**config.mk**
```make
export PLATFORM = sky130hd
export DESIGN_NAME = foo_requester
export DESIGN_NICKNAME = d
export VERILOG_FILES = /design/src/rtl/foo_requester.sv
export SDC_FILE = /design/constraint.sdc
export NUM_CORES = 1
export LEC_CHECK = 0
export ABC_AREA = 1
export CORE_MARGIN = 2
export CORE_UTILIZATION = 50
export DETAILED_ROUTE_END_ITERATION = 10
export PLACE_DENSITY = 0.71
export SLEW_MARGIN = 5
export SYNTH_ARGS = -nofsm -noshare
export SYNTH_HDL_FRONTEND = slang
export SYNTH_SLANG_ARGS = --single-unit
```
**constraint.sdc**
```tcl
create_clock -name CLK_IN -period 3.5 [get_ports CLK_IN]
set_input_delay 0.7 -clock CLK_IN [delete_from_list [all_inputs] [get_ports CLK_IN]]
set_output_delay 0.7 -clock CLK_IN [all_outputs]
set_load 0.1 [all_outputs]
```
**src/rtl/foo_requester.sv**
```systemverilog
// rtl/foo_requester.sv - foo REQ/ACK initiator with command FIFO, four-phase handshake and timeout
// Commands queue locally; one handshake at a time drives the responder and reports done/timeout.
module foo_requester #(
    parameter int FIFO_DEPTH     = 4,
    parameter int TIMEOUT_CYCLES = 255,
    parameter int CNT_W          = 8
) (
    input  logic       CLK_IN,
    input  logic       RST_IN,
    input  logic       CMD_VALID_IN,
    input  logic [1:0] CMD_ADDR_IN,
    input  logic       CMD_FLAG_IN,
    output logic       CMD_READY_OUT,
    output logic [1:0] MY_ADDR_OUT,
    output logic       REQ_OUT,
    output logic       THIS_NAME_LONGER_OUT,
    input  logic       ACK_IN,
    input  logic       THIS_IS_LONGER_NAME_IN,
    input  logic       THIS_IS_ANOTHER_LONG_NAME_IN,
    output logic       DONE_OUT,
    output logic [1:0] DONE_STATUS_OUT,
    output logic       TIMEOUT_OUT,
    output logic       BUSY_OUT
);
    localparam int PTR_W = $clog2(FIFO_DEPTH);
    localparam int FCNT_W = PTR_W + 1;
    localparam logic [PTR_W:0] FULL_COUNT = FCNT_W'(FIFO_DEPTH);
    localparam logic [CNT_W-1:0] TIMEOUT_VAL = CNT_W'(TIMEOUT_CYCLES);
    localparam logic [CNT_W-1:0] CNT_MAX = {CNT_W{1'b1}};
    localparam bit TIMEOUT_EN = (TIMEOUT_CYCLES != 0);

    typedef enum logic [1:0] {
        IDLE   = 2'd0,
        REQ_HI = 2'd1,
        REQ_LO = 2'd2,
        DRAIN  = 2'd3
    } state_e;

    state_e           state_q, state_d;
    logic [2:0]       mem_q [FIFO_DEPTH];
    logic [2:0]       mem_d [FIFO_DEPTH];
    logic [PTR_W-1:0] wr_ptr_q, wr_ptr_d;
    logic [PTR_W-1:0] rd_ptr_q, rd_ptr_d;
    logic [PTR_W:0]   count_q, count_d;
    logic [CNT_W-1:0] tmo_cnt_q, tmo_cnt_d;
    logic             req_q, req_d;
    logic [1:0]       addr_q, addr_d;
    logic             flag_q, flag_d;
    logic [1:0]       cap_q, cap_d;
    logic [1:0]       status_q, status_d;
    logic             done_q, done_d;
    logic             timeout_q, timeout_d;

    logic             push;
    logic             pop;
    logic [2:0]       head;
    logic [CNT_W-1:0] tmo_cnt_inc;
    logic             tmo_hit;

    // Full refuses a push even when the FSM pops in the same cycle.
    assign CMD_READY_OUT = (count_q != FULL_COUNT);
    assign push          = CMD_VALID_IN && CMD_READY_OUT;
    // A responder still holding ACK (spurious or late) blocks the next request.
    assign pop           = (state_q == IDLE) && (count_q != '0) && !ACK_IN;
    assign head          = mem_q[rd_ptr_q];

    // tmo_cnt_inc is the number of cycles spent in the wait state including this one.
    assign tmo_cnt_inc   = (tmo_cnt_q == CNT_MAX) ? tmo_cnt_q : tmo_cnt_q + 1'b1;
    assign tmo_hit       = TIMEOUT_EN && (tmo_cnt_inc == TIMEOUT_VAL);

    always_comb begin
        mem_d    = mem_q;
        wr_ptr_d = wr_ptr_q;
        rd_ptr_d = rd_ptr_q;
        count_d  = count_q;
        if (push) begin
            mem_d[wr_ptr_q] = {CMD_FLAG_IN, CMD_ADDR_IN};
            wr_ptr_d        = wr_ptr_q + 1'b1;
        end
        if (pop) begin
            rd_ptr_d = rd_ptr_q + 1'b1;
        end
        if (push && !pop) begin
            count_d = count_q + 1'b1;
        end else if (!push && pop) begin
            count_d = count_q - 1'b1;
        end
    end

    always_comb begin
        state_d   = state_q;
        tmo_cnt_d = tmo_cnt_q;
        req_d     = req_q;
        addr_d    = addr_q;
        flag_d    = flag_q;
        cap_d     = cap_q;
        status_d  = status_q;
        done_d    = 1'b0;
        timeout_d = 1'b0;
        case (state_q)
            IDLE: begin
                tmo_cnt_d = '0;
                if (pop) begin
                    addr_d  = head[1:0];
                    flag_d  = head[2];
                    req_d   = 1'b1;
                    state_d = REQ_HI;
                end
            end
            REQ_HI: begin
                tmo_cnt_d = tmo_cnt_inc;
                if (ACK_IN) begin
                    cap_d     = {THIS_IS_ANOTHER_LONG_NAME_IN, THIS_IS_LONGER_NAME_IN};
                    req_d     = 1'b0;
                    tmo_cnt_d = '0;
                    state_d   = REQ_LO;
                end else if (tmo_hit) begin
                    req_d     = 1'b0;
                    timeout_d = 1'b1;
                    tmo_cnt_d = '0;
                    state_d   = DRAIN;
                end
            end
            REQ_LO: begin
                tmo_cnt_d = tmo_cnt_inc;
                if (!ACK_IN) begin
                    done_d    = 1'b1;
                    status_d  = cap_q;
                    tmo_cnt_d = '0;
                    state_d   = IDLE;
                end else if (tmo_hit) begin
                    timeout_d = 1'b1;
                    tmo_cnt_d = '0;
                    state_d   = DRAIN;
                end
            end
            DRAIN: begin
                tmo_cnt_d = '0;
                if (!ACK_IN) begin
                    state_d = IDLE;
                end
            end
            default: begin
                tmo_cnt_d = '0;
                req_d     = 1'b0;
                state_d   = IDLE;
            end
        endcase
    end

    always_ff @(posedge CLK_IN) begin
        if (RST_IN) begin
            state_q   <= IDLE;
            for (int i = 0; i < FIFO_DEPTH; i++) begin
                mem_q[i] <= '0;
            end
            wr_ptr_q  <= '0;
            rd_ptr_q  <= '0;
            count_q   <= '0;
            tmo_cnt_q <= '0;
            req_q     <= 1'b0;
            addr_q    <= '0;
            flag_q    <= 1'b0;
            cap_q     <= '0;
            status_q  <= '0;
            done_q    <= 1'b0;
            timeout_q <= 1'b0;
        end else begin
            state_q   <= state_d;
            mem_q     <= mem_d;
            wr_ptr_q  <= wr_ptr_d;
            rd_ptr_q  <= rd_ptr_d;
            count_q   <= count_d;
            tmo_cnt_q <= tmo_cnt_d;
            req_q     <= req_d;
            addr_q    <= addr_d;
            flag_q    <= flag_d;
            cap_q     <= cap_d;
            status_q  <= status_d;
            done_q    <= done_d;
            timeout_q <= timeout_d;
        end
    end

    assign REQ_OUT              = req_q;
    assign MY_ADDR_OUT          = addr_q;
    assign THIS_NAME_LONGER_OUT = flag_q;
    assign DONE_OUT             = done_q;
    assign DONE_STATUS_OUT      = status_q;
    assign TIMEOUT_OUT          = timeout_q;
    assign BUSY_OUT             = (state_q != IDLE) || (count_q != '0);

endmodule

```
run_1/m1.png
Bar = 20 µm. Supply wires on this layer in gray.
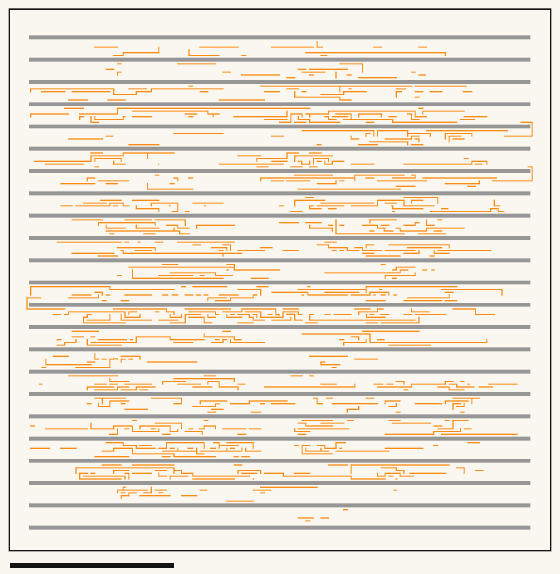
The wires run mostly horizontal. The layer carries 1,790 µm of wire.
Vias: 1,638
met1 Use GR: 0.241

run_1/m2.png
Bar = 20 µm.
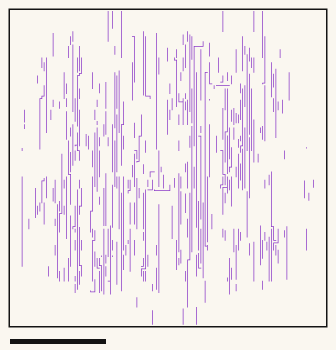
The layer carries 1,820 µm of wire. The longest straight run is 36.2 µm. The layer holds 48% of the routed length. The wires run mostly vertical. 222 nets have wire on it.
met2 Use GR: 0.323
Routed WL: 3790 µm

run_1/m3.png
Cells faint in the background.
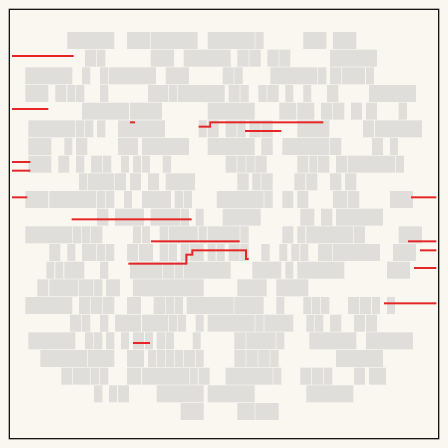
14 nets have wire on it. The layer carries 123 µm of wire.

==> GITHUB_STEP_SUMMARY, run 1 <==
## PnR job results

| Metric | Value |
|---|---|
| Final HPWL DP | around 2800 µm |
| Die Width | 65.9 µm |
| Largest net degree at the start of global routing | 24 |
| Synth Net Count | 281 |
| Largest register FFs | 12 |
| Post-synth EDFFs | 0 |
| Clock skew | 0.00511 ns |
| M3 GR Usage | 0.0613 |
| Crit end category | flip-flop |
| # Post-CTS Setup Buffers | 0 |
| FP Util | 0.523 |
| Yosys stat area | about 1900 µm² |
| # diodes | 0 |
| Synth async-reset ratio | 0 |
| Final worst-path cycle share | 0.710 |
| Avg Cell Area, Syn | between 7 and 8 µm² |
| CP required | 3.68 ns |
| Log Warnings | 33 |
| Final ANT Viol Nets | 0 |
| Vias in the first global route | 1,439 |
| Share of layout cells above drive strength 1 | 0.0714 |
| CTS root buffer | clkbuf_8 |
| CTS hold repair buffers | 0 |
| Gpl congestion | 0.833 |
| I/O Pins | 19 |
| Post-place setup slack | ~0.7 ns |
| First-pass iteration count of the detailed router | 4 |
| CP max FO | 8 |
| Post-Synth XOR/XNOR Area | 0.00457 |
| Top cells by count | 55 x nand2_1, 39 x dfxtp_1, 33 x inv_1, 31 x a21oi_1, 27 x o21ai_0 |
| Status | finished clean |
| Worst setup SP type | primary input |
| I/O Buffers | 18 |
| Synth area leader | dfxtp_1 |
| Max Cap Violations | 0 |
| Top Registers | mem_q x12, tmo_cnt_q x8, count_q x3 |
| Die H | about 66 µm |
| Setup TNS Final | 0 ns |
| PwrDens | 716 nW/µm² |
| Final setup fails | 0 |
| Area growth syn-to-layout | 16.6% |
| Max_slew headroom | 0.353 |
| Slew @ Worst Pin | 0.967 ns |
| DRC errors left | 0 |
| Core area | 3660 µm² |
| Netlist cell types | 23 |
| Synth Seq Share | 0.408 |
| Max VDD drop | between 300 and 400 µV |
| CTS tree | yes |
| Full die area | between 4000 and 5000 µm² |
## run 1: metrics by stage
step	utilization	cell area (µm²)	cells	total power, mW
after global routing	0.610	2230	328	1.71
after global placement	0.582	2130	321	1.24
after floorplan	-	1920	260	1.10
after CTS	0.610	2230	328	1.61
after detailed placement	0.582	2130	321	1.25
final	0.610	2230	328	1.60
## run 1: layout make-up
class / count / area, µm²
well taps: 48 / 60.1
inverters: 33 / 124
clock buffers: 6 / 72.6
fillers: 340 / 1430
multi-input cells: 183 / 991
clock inverters: 1 / 30.0
flip-flops and latches: 39 / 781
repair buffers: 18 / 175
## run 1: final timing paths
check / slack (ns) / end / start
max: 1.02 / count_q[1] / ACK_IN
min: 0.46 / mem_q[0] / mem_q[0]
max reg2reg: 1.29 / count_q[1] / state_q[1]
min reg2reg: 0.46 / mem_q[0] / mem_q[0]
## run 1: power breakdown
group | leakage (nW) | internal (mW) | total (mW) | switching, mW
registers | 0.318 | 0.517 | 0.575 | 0.0582
clock network | 0.0513 | 0.209 | 0.364 | 0.155
logic | 0.540 | 0.181 | 0.660 | 0.479
total | 0.910 | 0.906 | 1.60 | 0.693
## run 1: kinds of logic after synthesis
logic type / Yosys count
flip-flops: 39
adder cells (fa/ha/maj): 12
AND-OR/OR-AND: 69
AND/OR/NAND/NOR: 101
buffers and inverters: 38
XOR/XNOR: 1
## run 1: metal layers
layer | wire [µm] | part of all wire
met3 | 122 | 0.032
met2 | 1820 | 0.48
met4 | 65 | 0.017
met1 | 1790 | 0.47
met5 | 0 | 0
## run 1: layout by cell type (no fill, tap or decap), types with 11 or more instances in the layout
cell             synthesis  final
nand2_1                 55     55
dfxtp_1                 39     39
inv_1                   33     33
a21oi_1                 31     31
o21ai_0                 27     27
nor2_1                  19     19
clkdlybuf4s50_1          0     16
nand3_1                 15     15
ha_1                    11     11
## run 1: worst max-delay path: stages
cell and delay (ns):
clkdlybuf4s50_1 0.56, nor3_4 0.36, inv_1 0.15, ha_1 0.20
inv_1 0.09, fa_1 0.41, o21ai_0 0.15, a21oi_1 0.05
==> run 1 -> run 2 <==
--- a/config.mk
+++ b/config.mk
@@ -9,7 +9,7 @@
 export CORE_MARGIN = 2
 export CORE_UTILIZATION = 50
 export DETAILED_ROUTE_END_ITERATION = 10
-export PLACE_DENSITY = 0.71
+export PLACE_DENSITY = 0.74
 export SLEW_MARGIN = 5
 export SYNTH_ARGS = -nofsm -noshare
 export SYNTH_HDL_FRONTEND = slang
==> constraint.sdc (replaced) <==
create_clock -name CLK_IN -period 2.05 [get_ports CLK_IN]
set_input_delay 0.41 -clock CLK_IN [delete_from_list [all_inputs] [get_ports CLK_IN]]
set_output_delay 0.41 -clock CLK_IN [all_outputs]
set_load 0.1 [all_outputs]
run_2/congestion_map.png
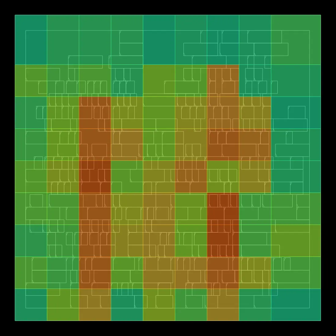
M3 GR Usage: 0.0511
utilization after layout: 0.641
Total GRT Usage: 0.204

run_2/m1.png
Bar = 20 µm. Supply wires on this layer in gray.
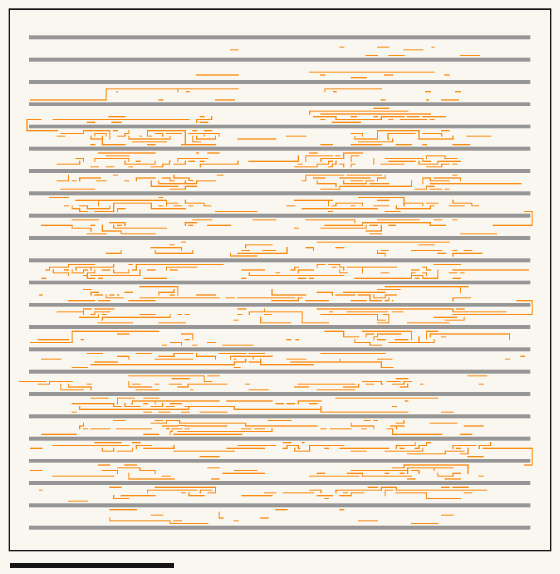
The longest straight run is 17.5 µm. The layer holds 45% of the routed length. The wires run mostly horizontal. The layer carries 1,770 µm of wire. 286 nets have wire on it.

==> GITHUB_STEP_SUMMARY, run 2 <==
## PnR job results

| Metric | Value |
|---|---|
| Clock skew | 0.00407 ns (-0.00105 ns) |
| I/O Pins | 19 (unchanged) |
| Setup TNS Final | 0 ns (unchanged) |
| CP required | 2.23 ns (-1.45 ns) |
| Placed inst area | 2210 µm² (+3.6%) |
| Max VDD drop | 728 µV (+130%) |
| Max_slew headroom | 0.606 (+0.252) |
| Final ANT Viol Nets | 0 (unchanged) |
| Slew @ Worst Pin | 0.591 ns (-0.376 ns) |
| I/O Buffers | 18 (unchanged) |
| Crit end category | flip-flop |
| Synth area leader | dfxtp_1 |
| Log Warnings | 33 (unchanged) |
| Worst setup SP type | primary input |
| Core area | 3660 µm² (unchanged) |
| CTS root buffer | clkbuf_8 |
| Avg Cell Area, Syn | 7.37 µm² (unchanged) |
| Top cells by count | 55 x nand2_1, 39 x dfxtp_1, 33 x inv_1, 31 x a21oi_1, 27 x o21ai_0 |
| Flop-to-flop setup slack | 0.23 ns (-1.06 ns) |
| Die H | 65.9 µm (unchanged) |
| # diodes | 0 (unchanged) |
| Synth async-reset ratio | 0 (unchanged) |
| Max Cap Violations | 0 (unchanged) |
| Gpl congestion | 0.840 (+0.83%) |
| Status | finished clean |
| Top Registers | mem_q x12, tmo_cnt_q x8, count_q x3 |
| Yosys stat area | 1920 µm² (unchanged) |
| CTS tree | yes |
| Synth Seq Share | 0.408 (unchanged) |
| Top delay family on crit path | buffers and inverters |
| Routed WL | 3910 µm (+3.0%) |
| Full die area | 4340 µm² (unchanged) |
run 2: cell counts after synthesis:
Identical to the previous run, type by type.
run 2: cell type report:
| type | count | area [µm²] | share of cell area |
|---|---|---|---|
| Timing Repair Buffer | 26 | 240 | 0.102 |
| Tap cell | 48 | 60.1 | 0.0256 |
| Sequential cell | 39 | 786 | 0.335 |
| Inverter | 33 | 126 | 0.0539 |
| Multi-Input combinational cell | 183 | 1030 | 0.441 |
| Clock buffer | 8 | 100 | 0.0427 |
run 2: tightest hold or removal path, stage by stage (launching register included):
cell and delay, ns:
dfxtp_1 0.30, inv_1 0.06, a21oi_1 0.06
run 2: worst paths after layout:
path / start / endpoint / depth (start not counted)
setup / recovery: ACK_IN / count_q[1] / 8
hold / removal: mem_q[2] / mem_q[2] / 2
setup reg to reg: state_q[0] / count_q[1] / 10
hold reg to reg: mem_q[2] / mem_q[2] / 2
run 2: power breakdown:
part	switching [mW]	total (mW)	internal (mW)
registers	0.115	1.00	0.889
logic	0.872	1.32	0.446
clock network	0.260	0.567	0.307
run 2: routing by layer:
layer  global-route usage  wire [µm]
met1                0.230       1770
met2                0.357       1960
met3               0.0511        127
met4               0.0938         46
met5                    0          0
run 2: what timing repair did:
item                       CTS  global route
setup endpoints to repair    0             2
resized                      0            14
buffers inserted             0             1
run 2: cell families after synthesis:
kind of cell	after synthesis
AND-OR/OR-AND	69
XOR/XNOR	1
adder cells (fa/ha/maj)	12
buffers and inverters	38
flip-flops	39
AND/OR/NAND/NOR	101
run 2: per-stage QoR:
step                worst slack [ns]  cells
floorplan                    0.00215    260
global placement             -0.0573    328
detailed placement            -0.114    328
CTS                           0.0286    336
global route                 0.00363    337
finish                         0.216    337
Power is estimated from default activity; no workload was simulated.
